===== src/rtl/option_pipe.sv =====
// option_pipe: valid/ready retiming pipeline of DEPTH registered stages.
// Each stage holds an optional value (valid bit + DATA_WIDTH payload).
// Empty stages always accept, so bubbles collapse even under backpressure.
// The ready path is combinational through every stage, so a full pipe
// can accept a new item in the same cycle it drains one.
//
// Ports:
//   clock      rising-edge clock
//   reset      synchronous active-high reset (clears valid and data)
//   flush      synchronous clear of all valid bits (data registers hold)
//   in_valid   upstream item present
//   in_data    upstream payload
//   in_ready   stage 0 can accept this cycle
//   out_valid  last stage holds an item
//   out_data   last-stage payload (meaningful only when out_valid=1)
//   out_ready  downstream accepts this cycle
//   occupancy  registered count of valid stages

// One pipeline stage: loads its source whenever its advance bit is set.
module option_stage #(
  parameter int DATA_WIDTH = 3
) (
  input  logic                  clock,
  input  logic                  reset,
  input  logic                  flush,
  input  logic                  adv,
  input  logic                  src_valid,
  input  logic [DATA_WIDTH-1:0] src_data,
  output logic                  valid,
  output logic [DATA_WIDTH-1:0] data,
  output logic                  valid_nxt
);
  // Exposed so the top can count next-cycle occupancy without a lag.
  always_comb begin
    valid_nxt = valid;
    if (reset || flush) valid_nxt = 1'b0;
    else if (adv)       valid_nxt = src_valid;
  end

  always_ff @(posedge clock) begin
    valid <= valid_nxt;
    // Data follows the source even when the source is empty; flush only
    // drops the valid bits.
    if (reset)             data <= '0;
    else if (adv && !flush) data <= src_data;
  end
endmodule

module option_pipe #(
  parameter int DATA_WIDTH = 3,
  parameter int DEPTH      = 4,
  parameter int OCC_WIDTH  = 3
) (
  input  logic                  clock,
  input  logic                  reset,
  input  logic                  flush,
  input  logic                  in_valid,
  input  logic [DATA_WIDTH-1:0] in_data,
  output logic                  in_ready,
  output logic                  out_valid,
  output logic [DATA_WIDTH-1:0] out_data,
  input  logic                  out_ready,
  output logic [OCC_WIDTH-1:0]  occupancy
);
  logic [DEPTH-1:0]                 vld_pipe;
  logic [DEPTH-1:0]                 vld_nxt;
  logic [DEPTH-1:0][DATA_WIDTH-1:0] dat_pipe;
  logic [DEPTH:0]                   adv;
  logic [OCC_WIDTH-1:0]             occ_nxt;

  // Advance chain from the output end: a stage moves if it is empty or
  // the stage after it moves.
  always_comb begin
    adv        = '0;
    adv[DEPTH] = out_ready;
    for (int k = DEPTH - 1; k >= 0; k--) adv[k] = !vld_pipe[k] | adv[k+1];
  end

  assign in_ready  = adv[0] & !flush & !reset;
  assign out_valid = vld_pipe[DEPTH-1];
  assign out_data  = dat_pipe[DEPTH-1];

  for (genvar k = 0; k < DEPTH; k++) begin : g_stage
    logic                  src_v;
    logic [DATA_WIDTH-1:0] src_d;
    if (k == 0) begin : g_head
      assign src_v = in_valid;
      assign src_d = in_data;
    end else begin : g_body
      assign src_v = vld_pipe[k-1];
      assign src_d = dat_pipe[k-1];
    end

    option_stage #(.DATA_WIDTH(DATA_WIDTH)) u_stage (
      .clock     (clock),
      .reset     (reset),
      .flush     (flush),
      .adv       (adv[k]),
      .src_valid (src_v),
      .src_data  (src_d),
      .valid     (vld_pipe[k]),
      .data      (dat_pipe[k]),
      .valid_nxt (vld_nxt[k])
    );
  end

  // Popcount of the next valid vector so occupancy tracks the stages
  // in the same cycle they change.
  always_comb begin
    occ_nxt = '0;
    for (int k = 0; k < DEPTH; k++) occ_nxt = occ_nxt + OCC_WIDTH'(vld_nxt[k]);
  end

  always_ff @(posedge clock) occupancy <= occ_nxt;
endmodule

===== config.mk =====
export PLATFORM = sky130hd
export DESIGN_NAME = option_pipe
export DESIGN_NICKNAME = d
export VERILOG_FILES = /design/src/rtl/option_pipe.sv
export SDC_FILE = /design/constraint.sdc
export NUM_CORES = 1
export LEC_CHECK = 0
export ABC_CLOCK_PERIOD_IN_PS = 2300
export CELL_PAD_IN_SITES_DETAIL_PLACEMENT = 0
export CELL_PAD_IN_SITES_GLOBAL_PLACEMENT = 2
export CORE_MARGIN = 8
export CORE_UTILIZATION = 31
export CTS_BUF_LIST = sky130_fd_sc_hd__clkbuf_16
export CTS_CLUSTER_DIAMETER = 200
export DETAILED_ROUTE_END_ITERATION = 12
export GPL_ROUTABILITY_DRIVEN = 0
export PLACE_DENSITY = 0.73
export SYNTH_ARGS = -nofsm -noshare
export SYNTH_HDL_FRONTEND = slang
export SYNTH_SLANG_ARGS = --single-unit

===== constraint.sdc =====
create_clock -name clock -period 2.3 [get_ports clock]
set_input_delay 0.46 -clock clock [delete_from_list [all_inputs] [get_ports clock]]
set_output_delay 0.46 -clock clock [all_outputs]
set_load 0.02 [all_outputs]

run_1/m2.png
The bar under the picture is 20 um long.
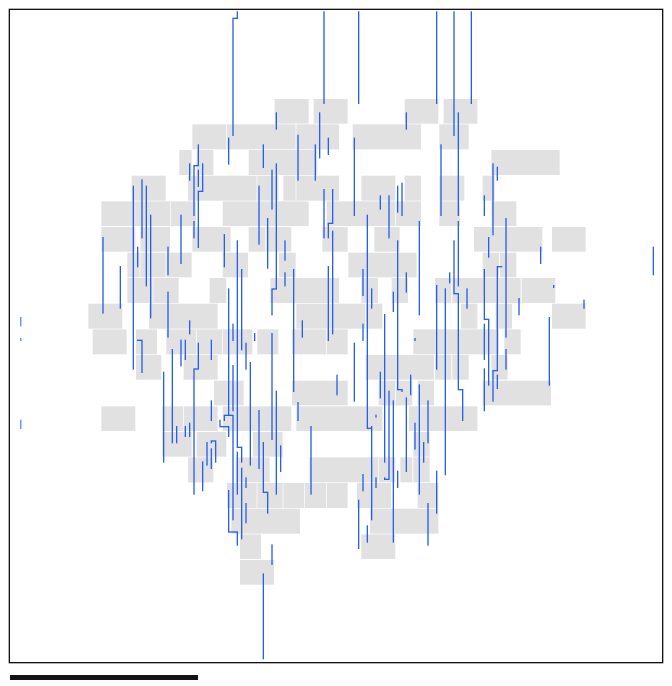
wire length on this layer: 845 um
longest straight run: 22.6 um

run_1/util_map.png
The die is cut into 7 by 7 equal tiles; white is low, dark blue is high, 0 to 100% covered.
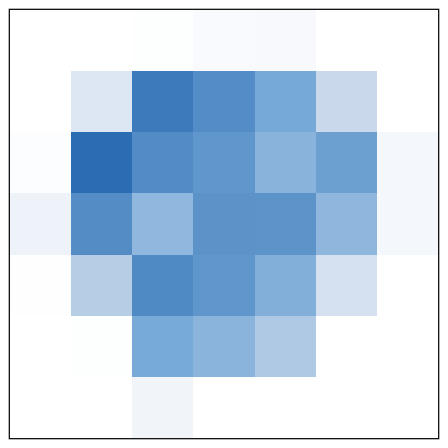
fullest tile: 76%
mean over tiles: 24%
emptiest ninth of the die: bottom right
tiles over 75% full: 2.0%
densest ninth of the die: middle
area inside the core boundary: 2730 sq um
FP Util: 32.1%

run_1/congestion_map.png
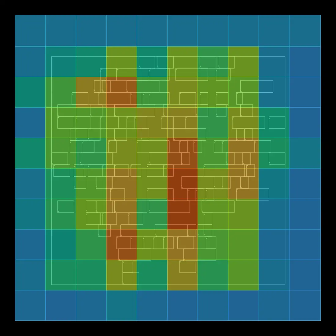
GR Util met1: 9.75%
routing usage on met2: 12.1%

==> results.txt, run 1 <==
Notes on the physical design

The number of max-slew violations in the final report is 0. Across the whole layout, storage elements account for roughly 380 sq um. The detailed placement HPWL is between 1000 and 1500 um. The largest vdd supply drop is between 0.4 and 0.5 mV. The endpoint of the worst hold path is g_stage[2].u_stage.data[0]$_SDFFE_PP0P_.

Per the final report, the share of cell area in clock cells is 6.79%. Per the layout report, the design carries 3 clock buffers. The minimum period implied by the final worst setup slack is 2.16 ns.

Power comes to 0.776 mW. In this run the static leakage power is 0.460 nW. For reference, the top cells by count after synthesis are 19 x sky130_fd_sc_hd__dfxtp_1, 11 x sky130_fd_sc_hd__nand2b_1, 7 x sky130_fd_sc_hd__a21oi_1. Post-CTS timing repair inserted 0 buffers for setup. Of the total standard cell area in the layout, the multi-input combinational portion is a little under two fifths. The fraction of post-synthesis cell area in the top cell type by area is a little over two fifths. The clock transition time at the flip-flop clock pins of the worst setup and hold paths is about 0.050 ns. The pin slew with the least headroom to its limit is 0.357 ns. The largest clock skew in the final design is about 0.0025 ns. The worst hold slack is around 0.46 ns. The script logs the ratio of routed vias to standard cells as about 5. In the synthesized netlist, the dominant kind of combinational cell is simple AND/OR/NAND/NOR gates. The power dissipated in the clock network is between 0.3 and 0.4 mW.

The reported net switching power is between 0.15 and 0.2 mW. There are 19 flip-flops and latches. The source of the worst hold timing path is g_stage[1].u_stage.data[0]$_SDFFE_PP0P_. Counting the inverters off the clock network in the layout gives 4.

The report lists the number of cells resized after CTS as 3. The number of storage elements in the synthesis netlist is 19. The proportion of power drawn by combinational gates is 8.8%. Summed over all layers, the routed wires come to ~1800 um. The register with the most flip-flops in the layout has 12 of them. The critical path class is in2reg. The power in combinational cells is around 0.068 mW. The number of multi-input combinational cells in the layout is 61.

The family with the most delay on the worst path is adder cells. The floorplan step set the die width to 69.2 um. The first global-routing pass estimated between 3000 and 4000 um of wire. For this run, the script counts the antenna cells in the layout as 0. Setup slack on the critical path of the routed design comes to 0.145 ns. The H-tree depth is 1.

Ranked by total cell area, the synthesized netlist is headed by sky130_fd_sc_hd__dfxtp_1 43%, sky130_fd_sc_hd__nand2b_1 7.8%, sky130_fd_sc_hd__a21oi_1 4.0%. The maximum number of pins on one net before global-route repair is 26. The area fraction in mux cells is ~3.4%.

The reported max-cap violation count is 0. The chip area is 4790 sq um. The non-clock buffer share of cell area is between 10% and 20%.

Per the post-route antenna check, the number of violating nets is 0. STA classifies the critical path endpoint as a register. Detailed routing inserted a total of 713 vias. The number of top-level pins is 16.

The tightest min-delay check is of the reg2reg type. The leading cell category by total area is multi-input combinational cells. The register bank with the most flops is g_stage.u_stage.data. The via count of the first global-routing pass is a little under 700. The slowest library cell on the worst path is sky130_fd_sc_hd__fa_1. The fraction of the mapped netlist area in simple logic gates is around a quarter. Clock tree synthesis found a total of 19 sinks.

The number of cells on the critical path is 8. Counting stages on the worst path, the most repeated cell is sky130_fd_sc_hd__ha_1. The timing report gives the worst reg2reg path a setup slack of 0.24 ns.

In the hold timing report, the worst path depth is 2. Per the Yosys statistics, synthesis produced around 90 cells. For this run, the slowest stage of the critical path takes 0.54 ns.

The sequential share of cell area is between 30% and 40%. The maximum clock frequency is about 0.46 GHz. The stat command in Yosys gives a chip area of just under 900 sq um.

The largest registers in the layout are g_stage.u_stage.data: 12 flops, g_stage.u_stage.valid: 4 flops, occupancy: 3 flops. The cell count after synthesis is ~90. The count of placed standard cells including taps is around 140. In this run the cell area of the synthesized design comes to around 880 sq um. The clock network latency to the later pin of the worst-skew pair is about 0.25 ns. The commonest register cell after synthesis is sky130_fd_sc_hd__dfxtp_1.

The worst register-to-register path has a depth of 7. The worst register-to-register path begins at g_stage[3].u_stage.valid$_DFF_P_. For this design the ratio of total power to cell area is 658 nW/um^2. OpenSTA lists the critical path endpoint as occupancy[1]$_DFF_P_. Across all stage logs, warnings added up to 26. The final layout contains roughly 120 nets. The sequential element share of the synthesized area is a little over two fifths.

The terminus of the critical flop-to-flop path is occupancy[1]$_DFF_P_. The total overflow left after global routing is 0. The compound-gate portion of the synthesized area is 18.5%. The final layout reports a setup TNS of 0 ns. The count of plain and timing-repair buffers is 24.

The number of DRC violations after detailed routing is 0. Per the layout area report, the combinational gate area comes to 449 sq um. The site row count is 19. The arithmetic-cell share of the synthesized area counting full adders, half adders and majority gates is 5.13%.

The maximum root-to-sink buffer count is 2. The placement stage leaves a total instance area of 1100 sq um. Of the total power, the share spent switching nets is between 20% and 30%. The average cell area after synthesis is slightly below 10 sq um. Overall routing resource usage recorded by global route was slightly above 8%. The run finished with clean final reports. Clock tree synthesis selected as its root buffer the cell sky130_fd_sc_hd__clkbuf_16. The utilization after layout is 43.1%. The arrival time at the worst endpoint is between 2 and 2.5 ns. The count of placed standard cells in the final layout, fillers left out is between 100 and 150.

The final layout report lists a filler cell count of around 270. TritonCTS built the clock tree. The warning tally printed by Yosys for this design is 0. The share of the clock period used by the worst path after layout is between 90% and 100%.

The number of tap cells added at floorplan is 31. Counting the buffers created by CTS gives 3. The dominant power group in this design is the clock network. The vertical die dimension is ~70 um.
[run 1: per-layer routing]
| layer | global-route usage, % | vias to the layer above | part of all wire, % |
|---|---|---|---|
| met1 | 9.75 | 327 | 46 |
| met4 | 4.78 | 0 | 2.3 |
| met2 | 12.1 | 12 | 46 |
| met3 | 3.72 | 5 | 5.2 |
| met5 | 0 | - | 0 |
| li1 | - | 369 | - |
[run 1: cell usage in the layout (no fill, tap or decap), drive strengths merged, types with 2 or more instances in the layout]
master	synthesis	routed
nand3	6	6
clkbuf	1	3
dlygate4sd2	0	2
buf	5	9
o32a	3	3
inv	4	4
nand2b	11	11
o21ai	8	8
a21oi	8	8
nand3b	4	4
nand4b	3	3
o311ai	3	3
nor3	2	2
mux2i	3	3
ha	2	2
clkdlybuf4s50	0	13
o21a	2	2
dfxtp	19	19
==> inputs of run 2 (changes only) <==
--- a/config.mk
+++ b/config.mk
@@ -5,16 +5,17 @@
 export SDC_FILE = /design/constraint.sdc
 export NUM_CORES = 1
 export LEC_CHECK = 0
+export ABC_AREA = 1
 export ABC_CLOCK_PERIOD_IN_PS = 2300
 export CELL_PAD_IN_SITES_DETAIL_PLACEMENT = 0
 export CELL_PAD_IN_SITES_GLOBAL_PLACEMENT = 2
 export CORE_MARGIN = 8
-export CORE_UTILIZATION = 31
+export CORE_UTILIZATION = 27
 export CTS_BUF_LIST = sky130_fd_sc_hd__clkbuf_16
 export CTS_CLUSTER_DIAMETER = 200
 export DETAILED_ROUTE_END_ITERATION = 12
 export GPL_ROUTABILITY_DRIVEN = 0
-export PLACE_DENSITY = 0.73
+export PLACE_DENSITY = 0.71
 export SYNTH_ARGS = -nofsm -noshare
 export SYNTH_HDL_FRONTEND = slang
 export SYNTH_SLANG_ARGS = --single-unit
run_2/m1.png
The bar under the picture is 20 um long.
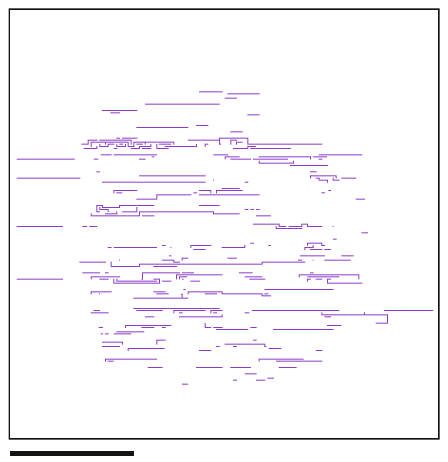
wire length on this layer: 762 um
main direction: horizontal
longest straight run: 19.8 um
total number of vias: 622
Routed Wire Length: 1560 um
GR Util met1: 8.11%

run_2/m2.png
The bar under the picture is 20 um long.
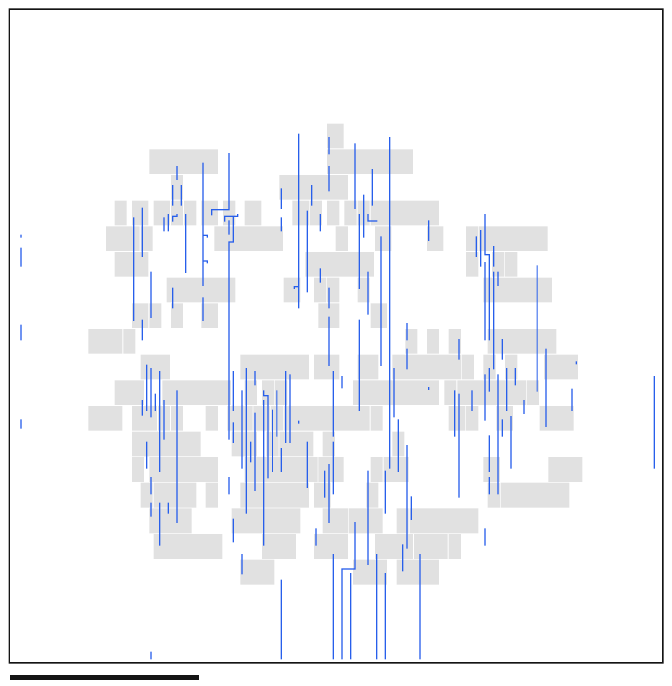
wire length on this layer: 675 um
nets with wire on the layer: 98
main direction: vertical
longest straight run: 35.0 um
routing usage on met2: 11.1%

==> results.txt, run 2 <==
Notes on the physical design

Result of the run: finished, final reports clean (unchanged). The TritonCTS clock tree is built (unchanged). The mapped cell area came to 762 sq um (was 878 sq um). The number of cells in Yosys stat is 94 (was 90).

The TritonCTS sink count is 19 (unchanged). The count of sequential standard cells was 19 (unchanged). The reported max-cap violation count is 0 (unchanged). The clock transition time at the flip-flop clock pins of the worst setup and hold paths is 0.05 ns (about the same). The sequential share of cell area is 35.3% (was 32.3%). The kind of capture point of the worst setup path is a register (unchanged). The most frequent cell on the critical path is sky130_fd_sc_hd__ha_1 (unchanged). The source of the worst hold timing path is g_stage[1].u_stage.data[2]$_SDFFE_PP0P_ (was g_stage[1].u_stage.data[0]$_SDFFE_PP0P_). The detailed placement HPWL came to 1210 um (was 1320 um).

The number of unique standard cell types used by synthesis is 16 (was 26). The chip area is 4780 sq um (was 4790 sq um). The number of cells on the critical path is 8 (unchanged). The fraction of post-synthesis cell area in the top cell type by area is 49.9% (was 43.3%). The worst-case reg-to-reg path depth is 9 (was 7). The setup-violating endpoint count in the final report is 0 (unchanged). The count of placed standard cells including taps is 146 (was 139).

The longest individual stage delay on the worst path is 0.54 ns (about the same). The count of buffers from port buffering came to 15 (unchanged). The busiest layer in global routing is met2 (unchanged). The final design area excluding fillers is 1080 sq um (was 1180 sq um). The share of final layout cell area taken by clock buffers and inverters came to 7.33% (was 6.79%). The number of max-slew violations in the final report is 0 (unchanged).

The terminus of the critical flop-to-flop path is occupancy[1]$_DFF_P_ (unchanged). The post-cts resize count is 1 (was 3). The CTS buffer count is 3 (unchanged). The total of clock buffers placed in the layout is 3 (unchanged).

The multi-input combinational area share is 28.5% (was 38.1%). The number of storage elements in the synthesis netlist was 19 (unchanged). The worst endpoint required time is 2.44 ns (about the same). The wire length on met1 came to 761 um (was 839 um). The global routing met3 resource utilization came to 2.72% (was 3.72%).

The number of cells on the worst hold path is 2 (unchanged). The worst slew margin relative to its limit came to 76.9% (was 76.2%). The area of the core came to 2710 sq um (was 2730 sq um). The die extent in x came to 69.1 um (was 69.2 um).

The beginning of the worst register-to-register path is g_stage[3].u_stage.valid$_DFF_P_ (unchanged). Top cells excl fill/tap: 24 x sky130_fd_sc_hd__nor2_1, 19 x sky130_fd_sc_hd__dfxtp_1, 16 x sky130_fd_sc_hd__inv_1 (was 19 x sky130_fd_sc_hd__dfxtp_1, 13 x sky130_fd_sc_hd__clkdlybuf4s50_1, 11 x sky130_fd_sc_hd__nand2b_1). The clock tree root buffer cell was sky130_fd_sc_hd__clkbuf_16 (unchanged). The total congestion overflow after global routing came to 0 (unchanged). The reg2reg setup slack is 0.33 ns (was 0.24 ns). The fraction of registers with async set/reset is 0% (unchanged).

The biggest area consumer among synthesized cells is sky130_fd_sc_hd__dfxtp_1 (unchanged). The register bank with the most flops is g_stage.u_stage.data (unchanged). The largest driver fanout on the critical path is 3 (was 4).

The number of DRC violations after detailed-routing iteration 0 is 16 (was 10). The sequential element share of the synthesized area is 49.9% (was 43.3%). The antenna diode count was 0 (unchanged).

Largest registers in the final layout: g_stage.u_stage.data: 12 flops, g_stage.u_stage.valid: 4 flops, occupancy: 3 flops (unchanged). The post-detailed-route via-to-cell ratio was 4.15 (was 4.99). The routed length on met3 is 73 um (was 94 um). The leading cell category by total area is sequential cells (was multi-input combinational cells). The dominant logic cell type in the layout is sky130_fd_sc_hd__nor2_1 (was sky130_fd_sc_hd__dfxtp_1). The largest vdd supply drop is 0.474 mV (was 0.450 mV). The site row count is 19 (unchanged). The cell count after synthesis is 94 (was 90). The number of nets still failing antenna checks after routing is 0 (unchanged). The length of the first detailed-routing pass in iterations is 4 (unchanged). The launching element of the worst setup path is flush (was out_ready). The hold buffer count at cts is 0 (unchanged). The final routed wire length divided by cell count is 10.4 um (was 12.7 um). Critical Path, Cell by Cell: clkdlybuf4s50_1, nor2_1, buf_4, o21ai_2, fa_1, inv_1, ha_1, ha_1 (was dlygate4sd2_1, and3b_2, and3_4, o21ai_1, fa_1, inv_1, ha_1, ha_1). The clock network latency to the later pin of the worst-skew pair is 0.25 ns (about the same).

The placed instance area is 996 sq um (was 1100 sq um). The family with the most delay on the worst path was adder cells (unchanged). The maximum root-to-sink buffer count is 2 (unchanged). The number of hold violations in the final report is 0 (unchanged). The number of nets in the finished design is 131 (was 124). Synth top area cells: sky130_fd_sc_hd__dfxtp_1 50%, sky130_fd_sc_hd__nor2_1 12%, sky130_fd_sc_hd__inv_1 7.4% (was sky130_fd_sc_hd__dfxtp_1 43%, sky130_fd_sc_hd__nand2b_1 7.8%, sky130_fd_sc_hd__a21oi_1 4.0%). The pin slew with the least headroom to its limit is 0.343 ns (was 0.357 ns). The via count of the first global-routing pass is 631 (was 695). The vertical die dimension was 69.1 um (was 69.2 um). The number of top-level pins was 16 (unchanged). The worst setup timing slack at the placement stage is -0.220 ns (was -0.342 ns).

The commonest register cell after synthesis was sky130_fd_sc_hd__dfxtp_1 (unchanged). The total met2 wirelength after detailed routing came to 674 um (was 844 um). The number of tap cells added at floorplan is 31 (unchanged). The share of the clock period used by the worst path after layout was 92.1% (was 93.7%). The static power due to leakage is 0.540 nW (was 0.460 nW). The initial antenna violation count is 0 (unchanged). The share of cells above drive strength 1 is 16.0% (was 16.1%). The synthesized chip area reported by yosys was 762 sq um (was 878 sq um).

The count of plain and timing-repair buffers was 22 (was 24). The maximum number of pins on one net before global-route repair is 13 (was 26). The endpoint of the worst hold path was g_stage[1].u_stage.data[2]$_SDFFE_PP0P_ (was g_stage[2].u_stage.data[0]$_SDFFE_PP0P_). The sum of negative setup slack came to 0 ns (unchanged).

The synthesis warning total is 0 (unchanged). The utilization after layout is 39.7% (was 43.1%). The count of flip-flops with a built-in enable after synthesis is 0 (unchanged). Setup repair after global routing missed its margin: false (unchanged). The critical path class was in2reg (unchanged).

The type of the most critical hold path is reg2reg (unchanged). The category of the worst setup path launch point was a primary input (unchanged). The number of multi-input combinational cells in the layout is 56 (was 61). The post-CTS setup buffer count is 0 (unchanged).

The uppermost layer routed is met4 (unchanged). The synthesized netlist net count was 105 (was 101). Most instantiated cells after synthesis: 24 x sky130_fd_sc_hd__nor2_1, 19 x sky130_fd_sc_hd__dfxtp_1, 15 x sky130_fd_sc_hd__inv_1 (was 19 x sky130_fd_sc_hd__dfxtp_1, 11 x sky130_fd_sc_hd__nand2b_1, 7 x sky130_fd_sc_hd__a21oi_1).

The count of placed standard cells in the final layout, fillers left out was 150 (was 143). The slowest library cell on the worst path is sky130_fd_sc_hd__fa_1 (unchanged). The average cell area after synthesis is 8.11 sq um (was 9.76 sq um). The area used by sequential logic in the layout is 380 sq um (unchanged). The minimum period implied by the final worst setup slack was 2.12 ns (was 2.16 ns). The largest clock skew in the final design came to 0.00145 ns (was 0.00247 ns). The final worst-path setup slack is 0.182 ns (was 0.145 ns). The non-clock buffer share of cell area is 19.0% (was 18.3%). The area used by multi-input combinational logic was 307 sq um (was 449 sq um). The power density over the cells is 723 nW/um^2 (was 658 nW/um^2). The stage-log warning count came to 26 (unchanged). The area overhead of the layout relative to synthesis is 41.2% (was 34.2%). The H-tree depth is 1 (unchanged).

The worst hold slack is 0.473 ns (was 0.462 ns). The floorplan utilization came to 28.1% (was 32.1%). The critical path endpoint is occupancy[1]$_DFF_P_ (unchanged). The fill cell instance count of the final layout is 297 (was 269). The count of inverters not on the clock network in the layout is 18 (was 4). The total routing usage reported by global routing came to 7.30% (was 8.29%). The wire length of the first global-routing pass was 2850 um (was 3300 um).

The number of flip-flops in the largest register was 12 (unchanged). The buffers plus inverters on the worst setup path came to 3 (was 2). The sum of internal, switching and leakage power is 0.778 mW (was 0.776 mW). The arrival time at the worst endpoint is 2.25 ns (was 2.29 ns). The maximum clock frequency is 0.472 GHz (was 0.464 GHz). The most frequent cell after synthesis is sky130_fd_sc_hd__nor2_1 (was sky130_fd_sc_hd__dfxtp_1). The number of DRC violations after detailed routing is 0 (unchanged).
-- run 2: netlist changes by cell type after synthesis, sizes merged, moves of 4 or more --
cell,before,now
a21oi,8,4
buf,5,0
nand2b,11,0
inv,4,18
nand2,0,8
nor2,1,25
nand3b,4,0
-- run 2: report_power, final --
group / internal, mW / switching [mW] / leakage, nW
Clock: 0.231 / 0.120 / 0.0423
Sequential: 0.346 / 0.00797 / 0.156
Combinational: 0.0357 / 0.0369 / 0.341
Total: 0.612 / 0.165 / 0.540
-- run 2: logic make-up after synthesis --
kind of cell    count (synthesis)  synth area share [%]
simple gates                   38                  24.0
fa+ha+maj                       3                  5.91
compound gates                 15                  10.3
flops                          19                  49.9
buf+inv                        19                  9.85
Power figures rest on the tool's default switching activity, not on a simulated workload.
